<file path="src/rtl/scan_pkg.sv">
// Shared widths, sizes and helpers for the scan sequencer and its prescaler.
package scan_pkg;

  localparam int SEL_W     = 3;
  localparam int NUM_OUT   = 8;
  localparam int CLK_DIV_W = 16;

  typedef enum logic [1:0] {
    ACT_IDLE,
    ACT_LOAD,
    ACT_TICK
  } act_t;

  function automatic logic [SEL_W-1:0] clamp_sel(input logic [SEL_W-1:0] val,
                                                 input logic [SEL_W-1:0] last);
    return (val > last) ? last : val;
  endfunction

endpackage

</file>
<file path="src/rtl/scan_prescaler.sv">
// Step prescaler: counts 0..CLK_DIV-1 while running and flags the terminal count.
module scan_prescaler
  import scan_pkg::*;
#(
  parameter int CLK_DIV = 4
) (
  input  logic clk,
  input  logic rst,
  input  logic clr,
  input  logic run,
  output logic tick
);

  localparam logic [CLK_DIV_W-1:0] TERM = CLK_DIV_W'(CLK_DIV - 1);

  logic [CLK_DIV_W-1:0] count_reg;
  logic [CLK_DIV_W-1:0] count_next;

  always_comb begin
    count_next = count_reg;
    if (clr) begin
      count_next = '0;
    end else if (run) begin
      count_next = (count_reg == TERM) ? '0 : count_reg + 1'b1;
    end
  end

  always_ff @(posedge clk) begin
    if (rst) begin
      count_reg <= '0;
    end else begin
      count_reg <= count_next;
    end
  end

  // With CLK_DIV=1 TERM is 0, so every running cycle ticks.
  assign tick = run && (count_reg == TERM);

endmodule

</file>
<file path="src/rtl/scan_sequencer.sv">
// Scan select generator for a 3-to-8 decoder: prescaled up/down stepping,
// clamped load, and a one-cycle wrap pulse.
module scan_sequencer
  import scan_pkg::*;
#(
  parameter int CLK_DIV = 4,
  parameter int LAST    = 7
) (
  input  logic             clk,
  input  logic             rst,
  input  logic             en,
  input  logic             hold,
  input  logic             dir,
  input  logic             load,
  input  logic [SEL_W-1:0] load_val,
  output logic [SEL_W-1:0] sel,
  output logic             sel_valid,
  output logic             wrap
);

  localparam logic [SEL_W-1:0] LAST_SEL = SEL_W'((LAST < NUM_OUT) ? LAST : NUM_OUT - 1);

  logic             tick;
  logic             presc_clr;
  logic             presc_run;
  act_t             act;
  logic [SEL_W-1:0] sel_reg;
  logic [SEL_W-1:0] sel_next;
  logic             wrap_reg;
  logic             wrap_next;
  logic             valid_reg;
  logic             valid_next;

  // A load restarts the step period, so the prescaler is cleared rather than run.
  assign presc_clr = load || !en;
  assign presc_run = en && !hold && !load;

  scan_prescaler #(
    .CLK_DIV (CLK_DIV)
  ) u_prescaler (
    .clk  (clk),
    .rst  (rst),
    .clr  (presc_clr),
    .run  (presc_run),
    .tick (tick)
  );

  always_comb begin
    act        = ACT_IDLE;
    sel_next   = sel_reg;
    wrap_next  = 1'b0;
    valid_next = en;

    if (load) begin
      act = ACT_LOAD;
    end else if (tick) begin
      act = ACT_TICK;
    end

    case (act)
      ACT_LOAD: begin
        sel_next = clamp_sel(load_val, LAST_SEL);
      end
      ACT_TICK: begin
        if (sel_reg > LAST_SEL) begin
          sel_next  = '0;
          wrap_next = 1'b1;
        end else if (!dir) begin
          if (sel_reg == LAST_SEL) begin
            sel_next  = '0;
            wrap_next = 1'b1;
          end else begin
            sel_next = sel_reg + 1'b1;
          end
        end else begin
          if (sel_reg == '0) begin
            sel_next  = LAST_SEL;
            wrap_next = 1'b1;
          end else begin
            sel_next = sel_reg - 1'b1;
          end
        end
      end
      default: begin
      end
    endcase
  end

  always_ff @(posedge clk) begin
    if (rst) begin
      sel_reg   <= '0;
      wrap_reg  <= 1'b0;
      valid_reg <= 1'b0;
    end else begin
      sel_reg   <= sel_next;
      wrap_reg  <= wrap_next;
      valid_reg <= valid_next;
    end
  end

  assign sel       = sel_reg;
  assign wrap      = wrap_reg;
  assign sel_valid = valid_reg;

endmodule

</file>
<file path="config.mk">
export PLATFORM = sky130hd
export DESIGN_NAME = scan_sequencer
export DESIGN_NICKNAME = d
export VERILOG_FILES = /design/src/rtl/scan_pkg.sv /design/src/rtl/scan_prescaler.sv /design/src/rtl/scan_sequencer.sv
export SDC_FILE = /design/constraint.sdc
export NUM_CORES = 1
export LEC_CHECK = 0
export ABC_CLOCK_PERIOD_IN_PS = 3500
export CORE_MARGIN = 2
export CORE_UTILIZATION = 40
export DETAILED_ROUTE_END_ITERATION = 8
export PLACE_DENSITY = 0.59
export SYNTH_ARGS = -nofsm -noshare
export SYNTH_HDL_FRONTEND = slang
export SYNTH_HIERARCHICAL = 1
export SYNTH_SLANG_ARGS = --single-unit
</file>
<file path="constraint.sdc">
create_clock -name clk -period 3.5 [get_ports clk]
set_input_delay 0.875 -clock clk [delete_from_list [all_inputs] [get_ports clk]]
set_output_delay 0.875 -clock clk [all_outputs]
set_load 0.02 [all_outputs]
</file>
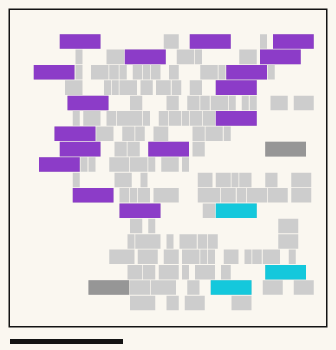
Fig. 1. Where the registers sit.
The bar under the picture is 20 um long. Other sequential cells in the stronger grey, the rest of the logic in the fainter grey.
legend:
  purple:
    name_in_the_netlist: u_prescaler/count_reg
    sequential_cells: 16
  cyan:
    name_in_the_netlist: sel
    sequential_cells: 3
not coloured: 2

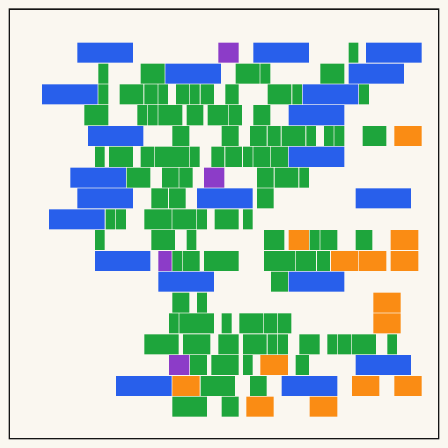
Fig. 2. Cell classes on the final placement.
legend:
  purple:
    class: clock drivers and dummy loads
    cells: 4
  orange:
    class: remaining buffers and delay cells
    cells: 14
  blue:
    class: registers
    cells: 21
  green:
    class: remaining logic cells
    cells: 101

==> out/results.ini <==
[critical_path]
cp_cell_sequence = clkdlybuf4s50_1 -> nand2b_1 -> nor2_1 -> buf_4 -> nand4_1 -> nor4_1 -> xnor2_1 -> nor2_1
required_ps = 3710
crit_buf_inv = 2
worstSetupStartpointType = input pin
crit_type = input pin to flip-flop
crit_slowest_cell = clkdlybuf4s50_1
path_common_cell = nor2_1
worstSetupEndpointType = flip-flop
path_delay_family = simple AND/OR/NAND/NOR gates
critPathMaxStageDelay_ps = 530
crit_fanout = 8

[die]
dieArea_um2 = 3120
die_x_um = 55.9
boundaryPins = 14
fp_util = 0.427
rows = 18

[global_route]
grt_pass1_wl_um = 3810
use_met2 = 0.224
grt_pass1_vias = 867
grt-busiest-layer = met2
grt_usage = 0.153
antenna_found_initial = 0
grt_max_degree = 17
met1_usage = 0.207

[clocking]
cts.path.max_buffers = 2
cts_sinks = 21
clock_latency_ps = 310
cts_hold_buf = 0
cts_made_buffers = 3
path_clk_slew_ps = 120
cts_max_level = 1
clock-root-buffer = clkbuf_4

[route]
post_drt_wl_per_cell_um = 12.9
wirelength_um = 2190
ant_nets = 0
drtIter0Drc = 24
drc = 0
vias = 925
firstDrtPassIters = 4
avgViaCountPerCell = 5.44

[synthesis]
yosys-stat-area_um2 = 1080
synth-seq-cells = 21
top_logic_kind = simple AND/OR/NAND/NOR gates
top_area_cell = dfxtp_1
synth_nets = 139
synth.avg_cell_area_um2 = 8.62
top_cell_area_share = 0.390
synth.area.mux_share = 0.00929
xor_share = 0.130
simple_gate_share = 0.307
aoi_share = 0.0662
synth_seq_share = 0.390
top_cells_by_area = dfxtp_1, xnor2_1, nor2_1
yosysWarningCount = 6
syn_area_um2 = 1080
yosysCellCount = 125
synth_cell_types = 31
ys_sh_adder = 0.0581

[placement]
hpwlAfterDp_um = 1640
port_buffers = 13
gp_congestion = 0.876

[sta]
fin_tns_setup_ps = 0
worst_pin_slew_ps = 376
post-route-min-period_ps = 2580
hold_viol = 0
skew_ps = 0.900
max_freq_mhz = 387
rsz0062_at_grt = no
max-slew-margin-rel = 0.747
fin_crit_sh = 0.739

[layout]
drive_gt1_frac = 0.0714
largest_register_ffs = 16
mi_logic_area_um2 = 614
layout.nets = 155
ff_latch_area_um2 = 420

[power]
ir_worst_vdd_mv = 0.245
power_leakage_uw = 0.000404
power_uw = 407
p_per_area_nw_per_um2 = 323

[job]
log.warning_count = 28
cap_violations = 0

[outcome]
status = completed

[hold_path]
worstHoldPathType = flip-flop to flip-flop

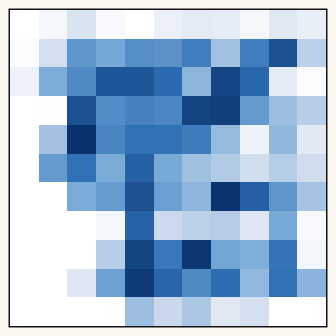
Fig. 3. Placement density heat map.
The die is cut into 11 by 11 equal tiles; white is low, dark blue is high, 0 to 100% covered.
nearly empty tiles: 20%
fullest tile: 99%
mean over tiles: 39%
tiles over 75% full: 17%
densest ninth of the die: centre

==> worst register-to-register path, stage by stage, from the launching register on <==
cell and delay (ps):
dfxtp_1 380, or4_1 560, nor4_2 260, and3_2 280, nand3_1 90, a221oi_1 230
==> where the power goes <==
group          internal, uW  switching, uW  total, uW
sequential              242           3.68        245
clock                  42.8           78.3        121
combinational          21.8           18.6       40.5
==> cell type report <==
| type | count | share of cell area |
|---|---|---|
| Tap cell | 30 | 0.0298 |
| Clock inverter | 1 | 0.00397 |
| Inverter | 6 | 0.0179 |
| Multi-Input combinational cell | 95 | 0.488 |
| Clock buffer | 3 | 0.0179 |
| Timing Repair Buffer | 14 | 0.109 |
| Sequential cell | 21 | 0.334 |
==> Yosys cell counts <==
| library cell | number |
|---|---|
| o22ai_1 | 2 |
| nor4_2 | 1 |
| a21oi_1 | 3 |
| or4_1 | 1 |
| nor3_1 | 4 |
| and3_2 | 1 |
| buf_2 | 1 |
| a311o_2 | 1 |
| nor3b_1 | 2 |
| inv_1 | 6 |
| nand4b_1 | 1 |
| nor2b_1 | 2 |
| nor4_1 | 7 |
| a221oi_1 | 1 |
| dfxtp_1 | 21 |
| clkbuf_1 | 1 |
| or3_1 | 1 |
| xor2_1 | 4 |
| nand2_1 | 7 |
| xnor2_1 | 12 |
| nand2b_1 | 2 |
| buf_6 | 1 |
| a31oi_1 | 1 |
| ha_1 | 5 |
| mux2i_1 | 1 |
| nand4_1 | 6 |
| o21ba_2 | 1 |
| nand3_1 | 7 |
| and3b_2 | 1 |
| nor2_1 | 20 |
| o211ai_1 | 1 |
==> routing by layer <==
layer  wire, um  vias to the layer above
li1           -                      472
met3        117                        5
met1       1120                      429
met4         48                        0
met2        903                       19
met5          0                        -
==> placed cells by master (no fill, tap or decap), types with 2 or more instances in the layout <==
master            n
inv_1             6
xnor2_1          12
nand2_1           7
o22ai_1           2
nor2b_1           2
nand4_1           6
xor2_1            4
nand3_1           7
a21oi_1           3
nor3b_1           2
clkbuf_4          3
nor4_1            7
nor2_1           20
dfxtp_1          21
nand2b_1          2
ha_1              5
nor3_1            4
clkdlybuf4s50_1  13
==> through the flow <==
| stage | instances | area, um2 | setup WS, ps | hold WS (ps) |
|---|---|---|---|---|
| floorplan | 125 | 1080 | 1190 | 504 |
| global placement | 166 | 1230 | 605 | 538 |
| detailed placement | 166 | 1230 | 588 | 536 |
| CTS | 170 | 1260 | 931 | 566 |
| global route | 170 | 1260 | 778 | 603 |
| finish | 170 | 1260 | 915 | 556 |
==> cell families after synthesis <==
group           count (synthesis)
fa+ha+maj                       5
compound gates                 10
xor+xnor                       16
buf+inv                         9
simple gates                   63
flops                          21
mux                             1
==> path summary, 6_finish.rpt <==
check,from,to,depth (start not counted),slack [ps]
setup reg to reg,u_prescaler/count_reg[5]$_SDFFE_PP0P_,sel[1]$_SDFFE_PP0P_,5,1620
hold reg to reg,u_prescaler/count_reg[15]$_SDFFE_PP0P_,u_prescaler/count_reg[15]$_SDFFE_PP0P_,2,560
hold / removal,u_prescaler/count_reg[15]$_SDFFE_PP0P_,u_prescaler/count_reg[15]$_SDFFE_PP0P_,2,560
setup / recovery,load,u_prescaler/count_reg[13]$_SDFFE_PP0P_,8,920
No activity file was given, so power comes from the tool's default toggle rates.
